**config.mk**
```make
export PLATFORM = sky130hd
export DESIGN_NAME = jesd204b_rx_link_fsm
export DESIGN_NICKNAME = d
export VERILOG_FILES = /design/src/rtl/jesd204b_rx_link_fsm.sv
export SDC_FILE = /design/constraint.sdc
export NUM_CORES = 1
export LEC_CHECK = 0
export CAP_MARGIN = 10
export CORE_AREA = 2 2 68 70
export CTS_CLUSTER_DIAMETER = 60
export DETAILED_ROUTE_END_ITERATION = 10
export DIE_AREA = 0 0 70 72
export PLACE_DENSITY = 0.91
export SLEW_MARGIN = 30
export SYNTH_ARGS = -nofsm -noshare
export SYNTH_HDL_FRONTEND = slang
export SYNTH_SLANG_ARGS = --single-unit
export TNS_END_PERCENT = 10
```
**constraint.sdc**
```tcl
create_clock -name i_dclk -period 4.8 [get_ports i_dclk]
set_input_delay 0.96 -clock i_dclk [delete_from_list [all_inputs] [get_ports i_dclk]]
set_output_delay 0.96 -clock i_dclk [all_outputs]
set_load 0.05 [all_outputs]
```
**src/rtl/jesd204b_rx_link_fsm.sv**
```systemverilog
// JESD204B receive link bring-up controller: GT reset, code group sync, ILAS and DATA tracking.
// Optional JESD204B_RX_SYSREF_ALIGN_EN: a SYSREF rising edge realigns the LMFC counter.
module jesd204b_rx_link_fsm #(
  parameter int LMFC_PERIOD     = 8,
  parameter int GT_RESET_CYCLES = 16,
  parameter int CGS_K_COUNT     = 4,
  parameter int ILAS_MF         = 4
) (
  input  logic        i_dclk,
  input  logic        i_rst,
  input  logic        i_sysref,
  input  logic        i_gt_reset_rx_done,
  input  logic        i_gtpowergood,
  input  logic        i_rxbyteisaligned,
  input  logic [31:0] i_rx_data,
  input  logic [3:0]  i_rx_charisk,
  output logic        o_gt_reset_all,
  output logic        o_rxpcommaalignen,
  output logic        o_rxmcommaalignen,
  output logic        o_nsync,
  output logic        o_lmfc_pulse,
  output logic        o_link_up,
  output logic        o_data_valid,
  output logic [2:0]  o_state,
  output logic [7:0]  o_resync_cnt
);

  // state    | meaning
  // GT_RST   | transceiver held in full reset for GT_RESET_CYCLES
  // WAIT_GT  | waiting for RX reset done and power good
  // CGS      | comma alignment on, counting consecutive /K/ words
  // CGS_WAIT | code group sync reached, waiting for LMFC boundary
  // ILAS     | SYNC~ released, waiting for /R/ then skipping ILAS multiframes
  // DATA     | link up, payload valid
  localparam logic [2:0] ST_GT_RST   = 3'd0;
  localparam logic [2:0] ST_WAIT_GT  = 3'd1;
  localparam logic [2:0] ST_CGS      = 3'd2;
  localparam logic [2:0] ST_CGS_WAIT = 3'd3;
  localparam logic [2:0] ST_ILAS     = 3'd4;
  localparam logic [2:0] ST_DATA     = 3'd5;

  localparam logic [7:0] LMFC_LAST    = 8'(LMFC_PERIOD - 1);
  localparam logic [7:0] GT_LAST      = 8'(GT_RESET_CYCLES - 1);
  localparam logic [3:0] K_LAST       = 4'(CGS_K_COUNT - 1);
  localparam logic [3:0] MF_LAST      = 4'(ILAS_MF - 1);
  localparam logic [3:0] ILAS_TO_LAST = 4'd3;

  logic [2:0] state_q, state_d;
  logic [7:0] gt_tmr_q, gt_tmr_d;
  logic [3:0] k_cnt_q, k_cnt_d;
  logic [3:0] mf_cnt_q, mf_cnt_d;
  logic       r_seen_q, r_seen_d;
  logic [7:0] resync_q, resync_d;
  logic [7:0] lmfc_cnt_q, lmfc_cnt_d;
  logic       lmfc_pulse_q;
  logic       resync_bump;
  logic       k_word;
  logic       r_word;
  logic       sysref_rise;

  assign k_word = i_rxbyteisaligned && (i_rx_charisk == 4'hF) && (i_rx_data == 32'hBCBC_BCBC);
  assign r_word = (i_rx_data[7:0] == 8'h1C) && i_rx_charisk[0];

`ifdef JESD204B_RX_SYSREF_ALIGN_EN
  logic sysref_q;

  always_ff @(posedge i_dclk) begin
    if (i_rst) begin
      sysref_q <= 1'b0;
    end else begin
      sysref_q <= i_sysref;
    end
  end

  assign sysref_rise = i_sysref && !sysref_q;
`else
  logic unused_sysref;

  assign unused_sysref = i_sysref;
  assign sysref_rise   = 1'b0;
`endif

  always_comb begin
    lmfc_cnt_d = (lmfc_cnt_q == LMFC_LAST) ? 8'd0 : lmfc_cnt_q + 8'd1;
    if (sysref_rise) begin
      lmfc_cnt_d = 8'd0;
    end
  end

  always_comb begin
    state_d     = state_q;
    gt_tmr_d    = gt_tmr_q;
    k_cnt_d     = k_cnt_q;
    mf_cnt_d    = mf_cnt_q;
    r_seen_d    = r_seen_q;
    resync_bump = 1'b0;

    case (state_q)
      ST_GT_RST: begin
        if (gt_tmr_q == 8'd0) begin
          state_d = ST_WAIT_GT;
        end else begin
          gt_tmr_d = gt_tmr_q - 8'd1;
        end
      end
      ST_WAIT_GT: begin
        if (i_gt_reset_rx_done && i_gtpowergood) begin
          state_d = ST_CGS;
          k_cnt_d = 4'd0;
        end
      end
      ST_CGS: begin
        if (k_word) begin
          if (k_cnt_q == K_LAST) begin
            state_d = ST_CGS_WAIT;
          end else begin
            k_cnt_d = k_cnt_q + 4'd1;
          end
        end else begin
          k_cnt_d = 4'd0;
        end
      end
      ST_CGS_WAIT: begin
        if (lmfc_pulse_q) begin
          state_d  = ST_ILAS;
          r_seen_d = 1'b0;
          mf_cnt_d = ILAS_TO_LAST;
        end
      end
      ST_ILAS: begin
        // Only the first /R/ matters; later multiframes also start with /R/.
        if (!r_seen_q) begin
          if (r_word) begin
            r_seen_d = 1'b1;
            mf_cnt_d = MF_LAST;
          end else if (lmfc_pulse_q) begin
            if (mf_cnt_q == 4'd0) begin
              state_d     = ST_CGS;
              k_cnt_d     = 4'd0;
              resync_bump = 1'b1;
            end else begin
              mf_cnt_d = mf_cnt_q - 4'd1;
            end
          end
        end else if (lmfc_pulse_q) begin
          if (mf_cnt_q == 4'd0) begin
            state_d = ST_DATA;
          end else begin
            mf_cnt_d = mf_cnt_q - 4'd1;
          end
        end
      end
      ST_DATA: begin
        if (k_word || !i_rxbyteisaligned) begin
          state_d     = ST_CGS;
          k_cnt_d     = 4'd0;
          resync_bump = 1'b1;
        end
      end
      default: begin
        state_d  = ST_GT_RST;
        gt_tmr_d = GT_LAST;
      end
    endcase

    // Losing the transceiver overrides everything past WAIT_GT.
    if ((state_q != ST_GT_RST) && (state_q != ST_WAIT_GT) && !i_gt_reset_rx_done) begin
      state_d     = ST_GT_RST;
      gt_tmr_d    = GT_LAST;
      resync_bump = 1'b0;
    end

    resync_d = (resync_bump && (resync_q != 8'hFF)) ? resync_q + 8'd1 : resync_q;
  end

  always_ff @(posedge i_dclk) begin
    if (i_rst) begin
      state_q      <= ST_GT_RST;
      gt_tmr_q     <= GT_LAST;
      k_cnt_q      <= 4'd0;
      mf_cnt_q     <= 4'd0;
      r_seen_q     <= 1'b0;
      resync_q     <= 8'd0;
      lmfc_cnt_q   <= 8'd0;
      lmfc_pulse_q <= 1'b0;
    end else begin
      state_q      <= state_d;
      gt_tmr_q     <= gt_tmr_d;
      k_cnt_q      <= k_cnt_d;
      mf_cnt_q     <= mf_cnt_d;
      r_seen_q     <= r_seen_d;
      resync_q     <= resync_d;
      lmfc_cnt_q   <= lmfc_cnt_d;
      lmfc_pulse_q <= (lmfc_cnt_d == 8'd0);
    end
  end

  assign o_gt_reset_all    = (state_q == ST_GT_RST);
  assign o_rxpcommaalignen = (state_q == ST_CGS);
  assign o_rxmcommaalignen = (state_q == ST_CGS);
  assign o_nsync           = (state_q == ST_ILAS) || (state_q == ST_DATA);
  assign o_link_up         = (state_q == ST_DATA);
  assign o_data_valid      = (state_q == ST_DATA);
  assign o_lmfc_pulse      = lmfc_pulse_q;
  assign o_state           = state_q;
  assign o_resync_cnt      = resync_q;

endmodule
```
Figure 1. Port wiring.
Scale: 6 px per um.
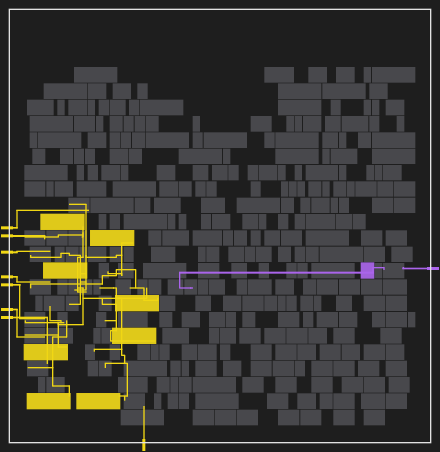
[o_nsync] purple | bits: 1 | direction: output | edge: right | end cells: 1 | wire: 43.7 um
[o_resync_cnt] yellow | bits: 8 | direction: output | edge: 7 left, 1 bottom | end cells: 8 | wire: 307 um
number of top-level design ports: 60
number of I/O port buffers: 58

Figure 2. Routed metal, one colour a layer.
Scale: 4 px per um.
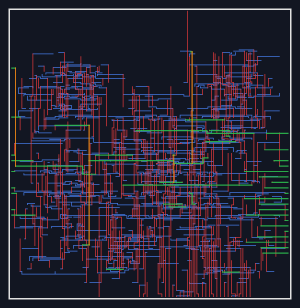
[metal 3] green | wire length: 323 um
[metal 4] orange | wire length: 89.1 um
[metal 2] red | wire length: 2580 um
[metal 1] blue | wire length: 2210 um

==> run summary <==
The run has ended; figures from its reports follow.

The number of design-rule violations left by the first detailed-router iteration came out at about 170. The leakage dissipation came out at ~0.97 nW. In the synthesized netlist the dominant register cell turns out to be sky130_fd_sc_hd__dfxtp_1. The number of warnings in the stage logs came out at 29.

According to the timing report, the critical path is captured at o_rxmcommaalignen. The CTS log lists the clock sinks for this run as 37. Global routing used 21.8% of the available tracks. The async set-or-reset flop fraction in the synthesized netlist came out at 0%. The critical register-to-register path startpoint is o_state[2].

By count the netlist is led by 37 x sky130_fd_sc_hd__dfxtp_1, 21 x sky130_fd_sc_hd__nor2_1, 20 x sky130_fd_sc_hd__a21oi_1. The clock network burns about a quarter of the power. In the Yosys report, the sequential cells make up 34.6% of the chip area.

Per the skew report, the later register of the worst-skew pair sees a clock latency of 0.30 ns. STA classifies the critical path endpoint as a primary output. The total of fill cells in the finished design is 362. The maximum clock insertion buffer count came out at 2. The total clock buffers created by CTS came out at 5. The total of warnings raised by yosys is 0. The tally of nets with antenna violations remaining after routing is 0.

Once synthesis finished, the tally of register bits stood at 37. Per the repair_timing log after CTS, setup buffers inserted total 0. The area figure in the yosys stat output came out at 2140 um^2.

The synthesized design contains 0 enable-type register cells. Checking hold timing, the worst path is listed with class flip-flop to flip-flop. The unique cell type count in the Yosys netlist came out at 48. The largest fanout of any net on the critical path came out at 14. Between the synthesized netlist and the finished layout, the area growth was recorded as 32.0%.

The startpoint type of the worst setup path is a flip-flop. In the detailed route, the total length drawn on met2 is roughly 2.6 mm. The core region area came out at 4260 um^2. The number of global-route vias before repair is around 2.1k. The routed wire length per instance came out at ~14 um. The cell sitting at the root of the clock tree is a sky130_fd_sc_hd__clkbuf_8. Among all cell types in the netlist, the one instantiated most often is sky130_fd_sc_hd__dfxtp_1. Tracing the worst setup path back leads to its startpoint at o_state[1].

Across all checked pins, the minimum headroom to the slew limit is 50.8%. The final worst-path cycle share is 69.4%. For the worst reg-to-reg path, the endpoint reported by OpenROAD is o_resync_cnt[7]. Setup repair after global routing left no endpoint under its margin. The total count of max-transition violations in the final report came out at 0. The max-cap check violation count came out at 0.

The timing report gives the clock slew at the launch and capture registers of the worst setup and hold paths as 0.07 ns. The routed layout has about 2.1k vias. The internal reg-to-reg setup slack is 2.24 ns. The share of total power in sequential cells came out at between 30% and 40%. The total negative setup slack came out at 0 ns. The number of nets in the synthesized netlist is 309. The run finished with clean final reports. The die is 72 um tall. The diode insertion count for antenna repair is 0. The total of cells resized after clock tree synthesis is 0. The total DRC errors in the routed layout came out at 0. The overall chip area is roughly 5000 um^2.

Counting instances, the worst hold path has a depth of 1. The via count normalized by instance count came out at 5.83. The synthesized instance count came out at between 200 and 300.

The switching portion of total power came out at 38.1%. The last timing report of the flow puts the setup violation total at 0. The final clock skew is 0.00340 ns.

The post-route met1 wirelength is 2.21 mm. In this run the power spent charging and discharging nets is around 0.37 mW. The final-report hold violation count is 0. The multi-input logic area is 1310 um^2. The share of the core filled with cells in the final layout came out at 66.3%. The iteration tally of the first detailed-router pass came out at 4.

The shortest period the worst path allows is 3.33 ns. The slew at the pin closest to its max-slew limit is 0.736 ns. The power share of the combinational group is 37.7%. The layout net count is 362. The number of antenna violations at the first check in global routing came out at 0. The HPWL after detailed placement came out at between 3 and 4 mm. The top cell type by area accounts for 34.6% of the synthesized area. The final routed wirelength across all metal layers came out at 5.20 mm.

The cell area that synthesis handed to floorplanning was 2140 um^2. The global routing report lists met2 layer usage as 38.1%.
## stage by stage
step | setup WS, ns | total power, mW | hold WS (ns) | instance area (um^2) | instances
final | 1.47 | 0.962 | 0.458 | 2830 | 366
after global routing | 1.40 | 1.01 | 0.470 | 2830 | 366
after CTS | 1.50 | 0.963 | 0.456 | 2830 | 366
after detailed placement | 1.33 | 0.733 | 0.438 | 2730 | 358
after global placement | 1.39 | 0.721 | 0.428 | 2730 | 358
after floorplan | 1.46 | 0.620 | 0.413 | 2140 | 260
## how the worst min path moves through the flow
stage | startpoint | endpoint | slack, ns
after floorplan | lmfc_cnt_q[0] | lmfc_cnt_q[0] | 0.41
after global placement | lmfc_cnt_q[0] | lmfc_cnt_q[0] | 0.43
after detailed placement | lmfc_cnt_q[0] | lmfc_cnt_q[0] | 0.44
after CTS | lmfc_cnt_q[0] | lmfc_cnt_q[0] | 0.46
after global routing | lmfc_cnt_q[0] | lmfc_cnt_q[0] | 0.47
final | lmfc_cnt_q[0] | lmfc_cnt_q[0] | 0.46
## layout make-up
type / count / area share, %
multi-input combinational: 203 / 46.4
sequential: 37 / 26.2
timing repair buffer: 59 / 20.8
clock buffer: 6 / 2.92
tap: 52 / 2.30
inverter: 7 / 0.929
clock inverter: 2 / 0.487
## layout by cell type, fill, tap and decap left out, types with 7 or more instances in the layout
cell type | Yosys | final
sky130_fd_sc_hd__clkdlybuf4s50_1 | 0 | 58
sky130_fd_sc_hd__o21ai_0 | 11 | 11
sky130_fd_sc_hd__nand2_1 | 18 | 18
sky130_fd_sc_hd__ha_1 | 7 | 7
sky130_fd_sc_hd__a31oi_1 | 7 | 7
sky130_fd_sc_hd__nand4b_1 | 8 | 8
sky130_fd_sc_hd__xor2_1 | 8 | 8
sky130_fd_sc_hd__xnor2_1 | 7 | 7
sky130_fd_sc_hd__nor2_1 | 21 | 21
sky130_fd_sc_hd__dfxtp_1 | 37 | 37
sky130_fd_sc_hd__nor3b_1 | 7 | 7
sky130_fd_sc_hd__nand3_1 | 18 | 18
sky130_fd_sc_hd__inv_1 | 7 | 7
sky130_fd_sc_hd__a21oi_1 | 20 | 20
sky130_fd_sc_hd__or3_1 | 7 | 7
## power groups by stage
stage	clock, mW	sequential (mW)	combinational, mW
after CTS	0.235	0.367	0.361
after global routing	0.247	0.374	0.394
after global placement	0	0.372	0.350
after floorplan	0	0.380	0.240
final	0.230	0.369	0.363
after detailed placement	0	0.374	0.359
## flip-flops by register name (all words and copies together) (netlist names)
name          count
gt_tmr_q          8
mf_cnt_q          4
o_lmfc_pulse      1
lmfc_cnt_q        8
r_seen_q          1
k_cnt_q           4
o_resync_cnt      8
o_state           3
## worst max-delay path: stages (launching register included)
cell,delay (ns)
sky130_fd_sc_hd__dfxtp_1,0.60
sky130_fd_sc_hd__nor2b_1,0.38
sky130_fd_sc_hd__and2_1,0.26
sky130_fd_sc_hd__clkdlybuf4s50_1,0.83
## logic make-up (layout without fill, tap and decap cells)
logic type      after synthesis  after routing  synth area share, %
mux                           2              2                0.992
fa+ha+maj                     7              7                 4.09
xor+xnor                     15             15                 6.13
simple gates                120            120                 32.2
flops                        37             37                 34.6
buf+inv                      20             74                 4.20
compound gates               59             59                 17.8
Power figures rest on the tool's default switching activity, not on a simulated workload.
